Figure 1. Met2 routing (run 1).
Scale: 6 px per micron.
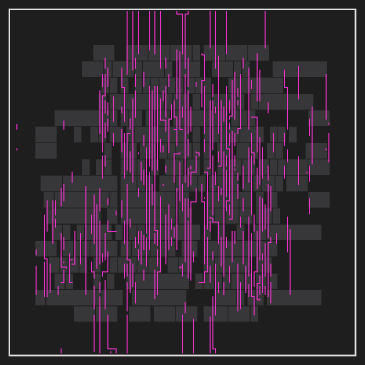
Figure 2. Cell classes on the final placement (run 1).
Scale: 6 px per micron. Fill, decap, tap and diode cells in gray.
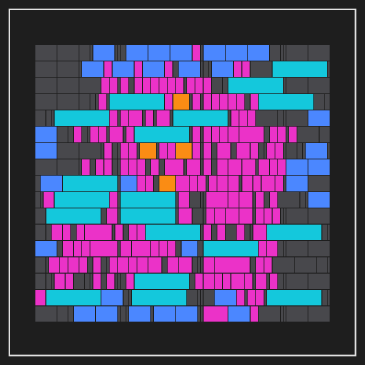
Figure 3. Pin map (run 1).
Scale: 4 px per micron. Pins as bars across the die edge, other pins in gray.
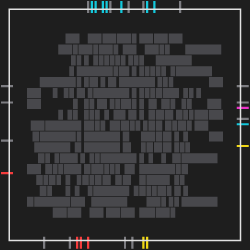
==> config.mk <==
export PLATFORM = sky130hd
export DESIGN_NAME = usr_burst_nbit
export DESIGN_NICKNAME = d
export VERILOG_FILES = /design/src/rtl/usr_burst_nbit.sv
export SDC_FILE = /design/constraint.sdc
export NUM_CORES = 1
export LEC_CHECK = 0
export ABC_AREA = 1
export CAP_MARGIN = 25
export CORE_MARGIN = 4
export CORE_UTILIZATION = 52
export DETAILED_ROUTE_END_ITERATION = 10
export GPL_ROUTABILITY_DRIVEN = 0
export HOLD_SLACK_MARGIN = 0.06
export PLACE_DENSITY = 0.94
export SYNTH_ARGS = -nofsm -noshare
export SYNTH_HDL_FRONTEND = slang
export SYNTH_SLANG_ARGS = --single-unit
export TNS_END_PERCENT = 10
==> constraint.sdc <==
create_clock -name clk -period 2.1 [get_ports clk]
set_clock_uncertainty 0.05 [all_clocks]
set_input_delay 0.42 -clock clk [delete_from_list [all_inputs] [get_ports clk]]
set_output_delay 0.42 -clock clk [all_outputs]
set_load 0.005 [all_outputs]
==> changes_impl.md, run 1 <==
## Implementation

* Pwr/cell area at 1490 nW/um^2
* Crit-path cells: clkdlybuf4s50_1
* Area leader share at 0.374
* Worst path slowest cell: clkdlybuf4s50_1
* Final period utilization at 0.838
* Largest power group: combinational logic
* Most frequent cell after synthesis: nand2_1
* Clk buf depth at 2
* H-tree depth at 1
* Top Ports at 31
* CTS Buf Count at 3
* Fillers at 174
* Dominant flop cell: dfrtp_1
* FP Util at 0.559
* YS warnings at 0
* Drt pass-1 iters at 4
* Slew @ Worst Pin at 382 ps
* Diode count at 0
* Max reg flops at 8
* Met3 routed WL at 97 microns
* CP max FO at 5
* Top Usage Layer GRT: met2
* Sequential share of power at 0.304
* Status: finished clean
* Sink Count at 19
* Nets at approximately 240
* Clock Buffer Count at 3
* Hold Buf Count CTS at 0
* Invs w/o clock at 17
* CTS tree: done
* Yosys cell count at roughly 190
* Max_slew headroom at 0.745
* Wl on met1 at 1330 microns
* Combinational share of power at 0.615
* Share of cells above drive strength 1 at 0.119
* Sequential power at between 0.7 and 0.8 mW
* GRT overflow at 0
* Flops at 19
* Top Metal Used: met4
* Post-CTS Setup Repair Bufs at 0
* OpenROAD warning count at 27
* Die area at approximately 3300 sq um
* Most frequent cells after synthesis: 68 x nand2_1, 29 x nor2_1, 19 x dfrtp_1
* M3 GR Usage at 0.0249
* Maximum vdd ir drop at between 0.9 and 1 mV
-- Figure 1 (at the start) --
185 nets have wire on it. The wires run mostly vertical.
vias: 1235
WL final: 2830 microns
met2 Usage GRT: 0.297

-- Figure 2 (at the start) --
Key: magenta = all other logic [cells 163, share of their area 48%]; orange = clock drivers and dummy loads [cells 4, share of their area 1.9%]; blue = other buffers and delay cells [cells 32, share of their area 20%]; cyan = flip-flops [cells 19, share of their area 30%]
final instance area: 1610 sq um
fraction of standard cell area that is sequential: 0.296
CORE AREA: 2280 sq um
Final Core Density: 0.705

-- Figure 3 (at the start) --
Key: magenta = left [pins 1, direction input, edge right]; cyan = parallelin [pins 8, direction input, edge 7 top, 1 right]; red = count [pins 4, direction input, edge 3 bottom, 1 left]; yellow = select [pins 3, direction input, edge 2 bottom, 1 right]
Die X: 57.5 microns
die span in y: 57.5 microns
Port Buffers: 30

[run 1: through the flow]
stage	worst slack [ps]	area [sq um]	instances	hold WS (ps)	utilization
after floorplan	691	1270	186	74.4	-
after global placement	101	1580	242	414	0.692
after detailed placement	53.9	1580	242	443	0.692
after CTS	350	1610	246	420	0.705
after global routing	237	1610	246	421	0.705
final	341	1610	246	417	0.705
[run 1: kinds of logic (layout without fill, tap and decap cells)]
logic type / Yosys count / count (layout) / share of synthesized area
flip-flops: 19 / 19 / 0.374
AND/OR/NAND/NOR: 131 / 131 / 0.449
adder cells (fa/ha/maj): 2 / 2 / 0.0197
AND-OR/OR-AND: 12 / 12 / 0.0570
buffers and inverters: 21 / 53 / 0.0934
XOR/XNOR: 1 / 1 / 0.00688
Figure 4. Clock network drawn from the DEF (run 1).
Scale: 10 px per micron.
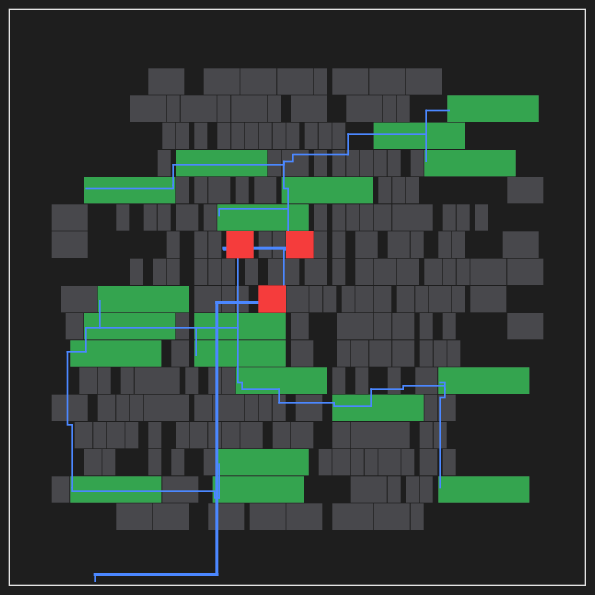

==> run 2, diff against run 1 <==
Settings changed: CORE_UTILIZATION 52 to 49, PLACE_DENSITY 0.94 to 0.9.
Clock period 2.1 ns to 1.8 ns, I/O delays scaled along.
Figure 5. Clock network drawn from the DEF (run 2).
Scale: 10 px per micron.
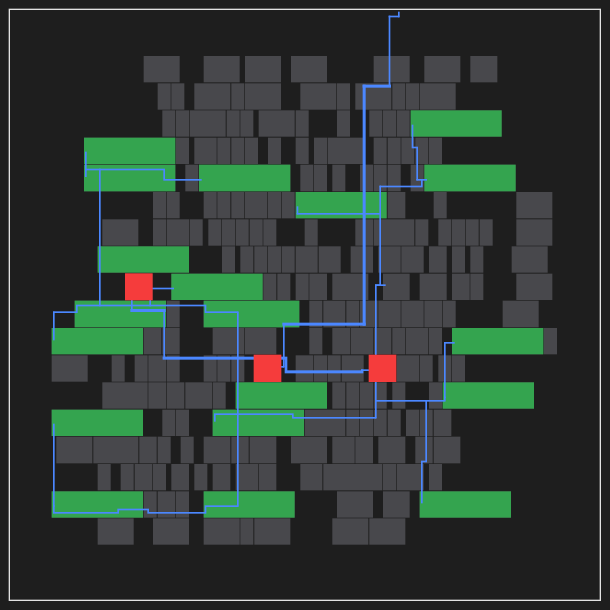
Key: blue = clock wires [length 276 microns]; red = cells driving clock nets [count 3]; green = flip-flops [count 19]
There are 4 routed clock nets.
clock power share: 0.085
Clk. pwr: 0.239 mW
Skew-Pair Late Insertion Delay: 310 ps

==> changes_impl.md, run 2 <==
## Implementation

* Die span in y at 59.0 microns
* OpenROAD warning count at 27
* Worst path slowest cell: clkdlybuf4s50_1
* Final Worst Setup Slack at between 80 and 90 ps
* Fraction of standard cell area that is sequential at 0.287
* WL final at 2740 microns
* Top Ports at 31
* Yosys cell count at about 190
* H-tree depth at 1
* CP max FO at 5
* WHS at 308 ps
* Slew @ Worst Pin at ~240 ps
* Diode count at 0
* Invs w/o clock at 17
* Crit-path cells: clkdlybuf4s50_1
* Final Core Density at 0.671
* Fillers at around 210
* CORE AREA at roughly 2500 sq um
* Sequential share of power at 0.296
* AO/OA Area Share at 0.0570
* MUX area fraction at 0
* Max reg flops at 8
* FP Util at 0.514
* Die area at 3480 sq um
* Most frequent cells after synthesis: 68 x nand2_1, 29 x nor2_1, 19 x dfrtp_1
* Status: finished clean
* Final instance area at around 1700 sq um
* CTS tree: done
* YS warnings at 0
* Simple-Gate Fraction of Synth Area at 0.449
* Share of cells above drive strength 1 at 0.151
* Post-CTS Setup Repair Bufs at 0
* Flops at 19
* Synth Area in Adders at 0.0197
* Final Non-Filler Cells at ~260
* CTS Buf Count at 3
* Clk buf depth at 2
* Clock Buffer Count at 3
* Max_slew headroom at 0.837
* Most frequent cell after synthesis: nand2_1
* Drt pass-1 iters at 4
* Sink Count at 19
* Yosys xor share at 0.00688
* Dominant combinational family: simple AND/OR/NAND/NOR gates
* Placed standard-cell area at ~1600 sq um
* Combinational share of power at 0.619
* Port Buffers at 30
* Nets at 248
* Vias at between 1000 and 1500
==> run 2: cells by family (layout without fill, tap and decap cells) <==
group           count (synthesis)  count (layout)
flops                          19              19
simple gates                  131             131
fa+ha+maj                       2               2
buf+inv                        21              60
compound gates                 12              12
xor+xnor                        1               1
==> run 2: power by group through the flow <==
stage	clock (mW)	sequential (mW)	combinational (mW)
2_1_floorplan	0	0.792	1.32
3_3_place_gp	0	0.841	1.69
3_5_place_dp	0	0.841	1.75
4_1_cts	0.240	0.833	1.76
5_1_grt	0.259	0.874	2.00
6_report	0.239	0.836	1.75
==> run 2: metal layers <==
metal / track usage / up-vias / routed length [microns]
li1: - / 655 / -
met1: 0.220 / 561 / 1260
met2: 0.279 / 20 / 1350
met3: 0.0395 / 4 / 80
met4: 0.0583 / 0 / 42
met5: 0 / - / 0
No activity file was given, so power comes from the tool's default toggle rates.
